## config.mk

```make
export PLATFORM = sky130hd
export DESIGN_NAME = bram_dwc_down
export DESIGN_NICKNAME = d
export VERILOG_FILES = /design/src/rtl/bram_dwc_down.sv
export SDC_FILE = /design/constraint.sdc
export NUM_CORES = 1
export LEC_CHECK = 0
export ABC_AREA = 1
export CAP_MARGIN = 20
export CORE_MARGIN = 2
export CORE_UTILIZATION = 53
export CTS_CLUSTER_SIZE = 40
export DETAILED_ROUTE_END_ITERATION = 7
export GPL_TIMING_DRIVEN = 0
export PLACE_DENSITY = 0.89
export SLEW_MARGIN = 20
export SYNTH_ARGS = -nofsm -noshare
export SYNTH_HDL_FRONTEND = slang
export SYNTH_SLANG_ARGS = --single-unit
```

## constraint.sdc

```tcl
create_clock -name Clk_C -period 2.7 [get_ports Clk_C]
set_clock_uncertainty 0.2 [all_clocks]
set_input_delay 0.27 -clock Clk_C [delete_from_list [all_inputs] [get_ports Clk_C]]
set_output_delay 0.27 -clock Clk_C [all_outputs]
set_load 0.005 [all_outputs]
```

## src/rtl/bram_dwc_down.sv

```systemverilog
// Wide-to-narrow BRAM width converter: one wide access becomes RATIO narrow beats, read data gathered.
// Optional BRAM_DWC_DOWN_WRSKIP_EN: write beats whose byte-enable slice is all-zero are not issued.
module bram_dwc_down #(
  parameter int unsigned WIDE_DATA_BITW   = 64,
  parameter int unsigned NARROW_DATA_BITW = 32,
  parameter int unsigned ADDR_BITW        = 32
) (
  input  logic                          Clk_C,
  input  logic                          Rst_RBI,
  input  logic                          Req_SI,
  output logic                          Gnt_SO,
  input  logic [ADDR_BITW-1:0]          Addr_SI,
  input  logic [WIDE_DATA_BITW/8-1:0]   WrEn_SI,
  input  logic [WIDE_DATA_BITW-1:0]     Wr_DI,
  output logic                          RspValid_SO,
  output logic [WIDE_DATA_BITW-1:0]     Rd_DO,
  output logic                          En_SO,
  output logic [ADDR_BITW-1:0]          Addr_SO,
  output logic [NARROW_DATA_BITW/8-1:0] WrEn_SO,
  output logic [NARROW_DATA_BITW-1:0]   Wr_DO,
  input  logic [NARROW_DATA_BITW-1:0]   Rd_DI
);
  localparam int unsigned RATIO  = WIDE_DATA_BITW / NARROW_DATA_BITW;
  localparam int unsigned WB     = WIDE_DATA_BITW / 8;
  localparam int unsigned NB     = NARROW_DATA_BITW / 8;
  localparam int unsigned KW     = (RATIO > 1) ? $clog2(RATIO) : 1;
  localparam int unsigned LOG_WB = $clog2(WB);
  localparam int unsigned LOG_NB = $clog2(NB);
  localparam logic [ADDR_BITW-1:0] BASE_MASK =
    ~((ADDR_BITW'(1) << LOG_WB) - ADDR_BITW'(1));

  if (WIDE_DATA_BITW < NARROW_DATA_BITW || (NARROW_DATA_BITW % 8) != 0 ||
      (WIDE_DATA_BITW % NARROW_DATA_BITW) != 0 || (RATIO & (RATIO - 1)) != 0) begin : g_param_chk
    $fatal(1, "bram_dwc_down: illegal data width parameters");
  end

  typedef enum logic [1:0] {S_IDLE, S_BEAT, S_LAST, S_RESP} state_e;
  typedef logic [RATIO-1:0][NB-1:0]               wren_t;
  typedef logic [RATIO-1:0][NARROW_DATA_BITW-1:0] data_t;

  state_e                    state_q, state_d;
  logic [ADDR_BITW-1:0]      addr_q, addr_d;
  wren_t                     wren_q, wren_d;
  data_t                     wdat_q, wdat_d;
  data_t                     gath_q, gath_d;
  logic [WIDE_DATA_BITW-1:0] rd_q, rd_d;
  logic [KW-1:0]             k_q, k_d;
  logic [KW-1:0]             pk_q, pk_d;
  logic                      cap_q, cap_d;

  logic [RATIO-1:0] act_in, act_cur;
  logic             rd_cap;
  logic [KW:0]      nxt;

  // Lowest active slice at or above 'from'; MSB flags that one exists.
  function automatic logic [KW:0] find_next(input logic [RATIO-1:0] act, input int from);
    logic [KW:0] r;
    r = '0;
    for (int j = int'(RATIO) - 1; j >= 0; j--) begin
      if (j >= from && act[j]) r = {1'b1, KW'(j)};
    end
    return r;
  endfunction

  always_comb begin
    act_in  = '1;
    act_cur = '1;
    rd_cap  = 1'b1;
`ifdef BRAM_DWC_DOWN_WRSKIP_EN
    // Writes gather nothing, so Rd_DO keeps the last read word.
    rd_cap = ~|wren_q;
    for (int j = 0; j < int'(RATIO); j++) begin
      act_in[j]  = ~|WrEn_SI | (|WrEn_SI[j*NB +: NB]);
      act_cur[j] = rd_cap | (|wren_q[j]);
    end
`endif
  end

  always_comb begin
    state_d     = state_q;
    addr_d      = addr_q;
    wren_d      = wren_q;
    wdat_d      = wdat_q;
    gath_d      = gath_q;
    rd_d        = rd_q;
    k_d         = k_q;
    pk_d        = pk_q;
    cap_d       = 1'b0;
    nxt         = '0;
    Gnt_SO      = 1'b0;
    RspValid_SO = 1'b0;
    En_SO       = 1'b0;
    Addr_SO     = '0;
    WrEn_SO     = '0;
    Wr_DO       = '0;

    // BRAM data arrives the cycle after its beat.
    if (cap_q) gath_d[pk_q] = Rd_DI;

    case (state_q)
      S_IDLE, S_RESP: begin
        Gnt_SO      = 1'b1;
        RspValid_SO = (state_q == S_RESP);
        if (Req_SI) begin
          addr_d  = Addr_SI & BASE_MASK;
          wren_d  = WrEn_SI;
          wdat_d  = Wr_DI;
          nxt     = find_next(act_in, 0);
          k_d     = nxt[KW-1:0];
          state_d = S_BEAT;
        end else if (state_q == S_RESP) begin
          state_d = S_IDLE;
        end
      end
      S_BEAT: begin
        En_SO   = 1'b1;
        Addr_SO = addr_q | (ADDR_BITW'(k_q) << LOG_NB);
        WrEn_SO = wren_q[k_q];
        Wr_DO   = wdat_q[k_q];
        pk_d    = k_q;
        cap_d   = rd_cap;
        nxt     = find_next(act_cur, int'(k_q) + 1);
        if (nxt[KW]) k_d = nxt[KW-1:0];
        else         state_d = S_LAST;
      end
      S_LAST: begin
        if (cap_q) rd_d = gath_d;
        state_d = S_RESP;
      end
      default: state_d = S_IDLE;
    endcase
  end

  always_ff @(posedge Clk_C or negedge Rst_RBI) begin
    if (!Rst_RBI) begin
      state_q <= S_IDLE;
      addr_q  <= '0;
      wren_q  <= '0;
      wdat_q  <= '0;
      gath_q  <= '0;
      rd_q    <= '0;
      k_q     <= '0;
      pk_q    <= '0;
      cap_q   <= 1'b0;
    end else begin
      state_q <= state_d;
      addr_q  <= addr_d;
      wren_q  <= wren_d;
      wdat_q  <= wdat_d;
      gath_q  <= gath_d;
      rd_q    <= rd_d;
      k_q     <= k_d;
      pk_q    <= pk_d;
      cap_q   <= cap_d;
    end
  end

  assign Rd_DO = rd_q;

endmodule

```

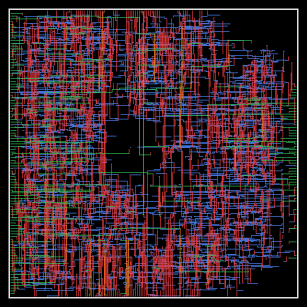
*Routed metal, one color a layer*
Drawn at 2 px/um.
- metal 4: orange (wire length 708 um)
- metal 2: red (wire length 14300 um)
- metal 3: green (wire length 2450 um)
- metal 1: blue (wire length 11500 um)

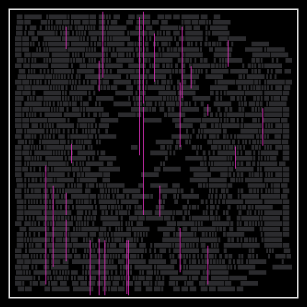
*Met4 routing*
Drawn at 2 px/um.
- share of all routed wire: 2.4%
- wire length on this layer: 708 um
- main direction: vertical
- nets with wire on the layer: 23
- longest straight run: 68.7 um

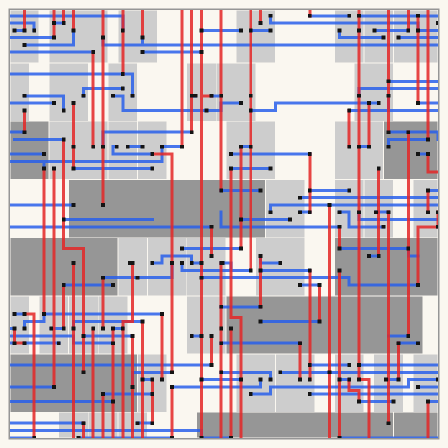
*A small window of the routed layout*
Region (98, 26) to (118, 46) um. Cells in gray, sequential cells in the stronger gray; small squares are vias.
- metal 1: blue
- metal 2: red
- most frequent: nand2_1 (11), nand3_1 (10), inv_1 (7)
- cells with their middle in the window: 42
- sequential cells in the window: 5
- netlist names of flops here include: gath_q (4), Rd_DO (1)

==> metrics.sh <==
TIMING.HOLD.WORST.START='Wr_DI[24]'
NNONCLKINVERTERS=137
DR.PASS1.ITERS=6
HTREEDEPTH=1
WHS_ENDPOINT='wdat_q[24]$_DFFE_PN0P_'
TOP_LAYER='met4'
TAPCELLCOUNT=265
OUTCOME='finished, final reports clean'
GLOBAL_ROUTING_USAGE_ON_MET3=0.0713
SYN-MEAN-INSTANCE-AREA_UM2=8.02
YS.FLOPS=234
FINAL_MIN_PERIOD_OVER_CLOCK_PERIOD=0.971
REG2REG_FROM='state_q[0]$_DFFE_PN0P_'
WORST_PATH_MAX_DELAY_CELL='sky130_fd_sc_hd__clkdlybuf4s50_1'
YS_CELLS=1286
TRITONCTS='yes'
CTS.CLK_SLEW.WORST_PATHS_PS=60
NUMBER_OF_VIAS_AFTER_DETAILED_ROUTING=9314
FINAL_LAYOUT_TOP_LOGIC_CELLS='sky130_fd_sc_hd__nand2_1 (665), sky130_fd_sc_hd__clkdlybuf4s50_1 (248), sky130_fd_sc_hd__dfrtp_1 (234)'
MAX_CAP_VIOLATIONS=0
PWR-SHARE-COMB=0.426
SEQ-CELL-SHARE=0.408
P_SEQ_mW=6.15
STDCELL_COUNT=1874
NUMBER_OF_ANTENNA_CELLS_INSERTED=1
WL_MM=29.0
CORE_UTIL_FLOORPLAN=0.535
GRT_PASS1_WL_MM=45.8
CTS_MAX_PATH_BUFFERS=3
DPL-INSTANCE-AREA_MM2=0.0134
FMAX_MHz=382
YOSYSWARNINGS=0
FINAL_STD_CELL_AREA_NO_FILL_MM2=0.0144
MAXIMUM_NUMBER_OF_PINS_ON_ONE_NET_BEFORE_GLOBAL_ROUTE_REPAIR=102
CRIT_CELLS=8
NETLIST-CELL-TYPE-COUNT=15
DRT_ITER0_DRC=534
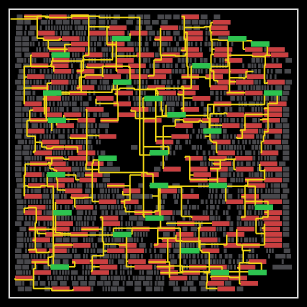
*Clock distribution*
Drawn at 2 px/um.
- flip-flops: red (count 234)
- clock drivers: green (count 25)
- clock wires: yellow (length 2870 um)
- flops lie: spread over the die
- routed clock nets: 26

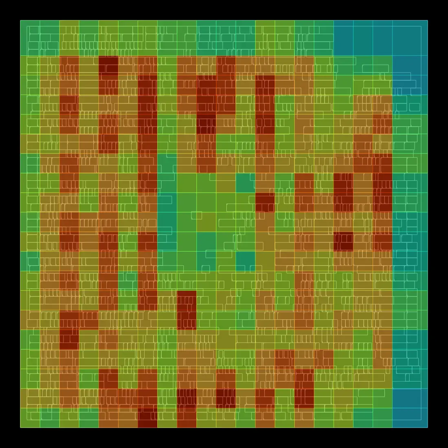
*Track usage over the die*
GR met2 Demand/Resource: 0.477
grt met1 use: 0.355

==> synth_stat cells <==
| cell | n | area [um^2] |
|---|---|---|
| sky130_fd_sc_hd__inv_2 | 6 | 22.5 |
| sky130_fd_sc_hd__dfrtp_1 | 234 | 5860 |
| sky130_fd_sc_hd__nand2_2 | 10 | 62.6 |
| sky130_fd_sc_hd__buf_4 | 9 | 67.6 |
| sky130_fd_sc_hd__nand2_1 | 669 | 2510 |
| sky130_fd_sc_hd__buf_6 | 4 | 45.0 |
| sky130_fd_sc_hd__o21a_1 | 32 | 240 |
| sky130_fd_sc_hd__conb_1 | 1 | 3.75 |
| sky130_fd_sc_hd__o21ai_0 | 3 | 15.0 |
| sky130_fd_sc_hd__buf_2 | 48 | 240 |
| sky130_fd_sc_hd__ha_1 | 4 | 50.1 |
| sky130_fd_sc_hd__and2_1 | 32 | 200 |
| sky130_fd_sc_hd__clkbuf_1 | 6 | 22.5 |
| sky130_fd_sc_hd__nand3_1 | 97 | 485 |
| sky130_fd_sc_hd__inv_1 | 131 | 492 |
==> flip-flops by register name (all words and copies together), names as in the netlist <==
signal and count:
cap_q 1, Rd_DO 64, gath_q 64, k_q 1
state_q 2, addr_q 29, pk_q 1, wren_q 8
wdat_q 64
==> kinds of logic after synthesis <==
logic type	count (synthesis)	synth area share
flip-flops	234	0.568
buffers and inverters	204	0.0863
other	1	0.000364
AND/OR/NAND/NOR	808	0.316
AND-OR/OR-AND	35	0.0247
adder cells (fa/ha/maj)	4	0.00485
==> worst register-to-register path: cells and delay by family, from the launching register on <==
family	cells	cell delay (ps)
buffers and inverters	4	720
DFF	1	390
and+or+nand+nor	3	360
adders and majority gates	1	340
Power is estimated from default activity; no workload was simulated.
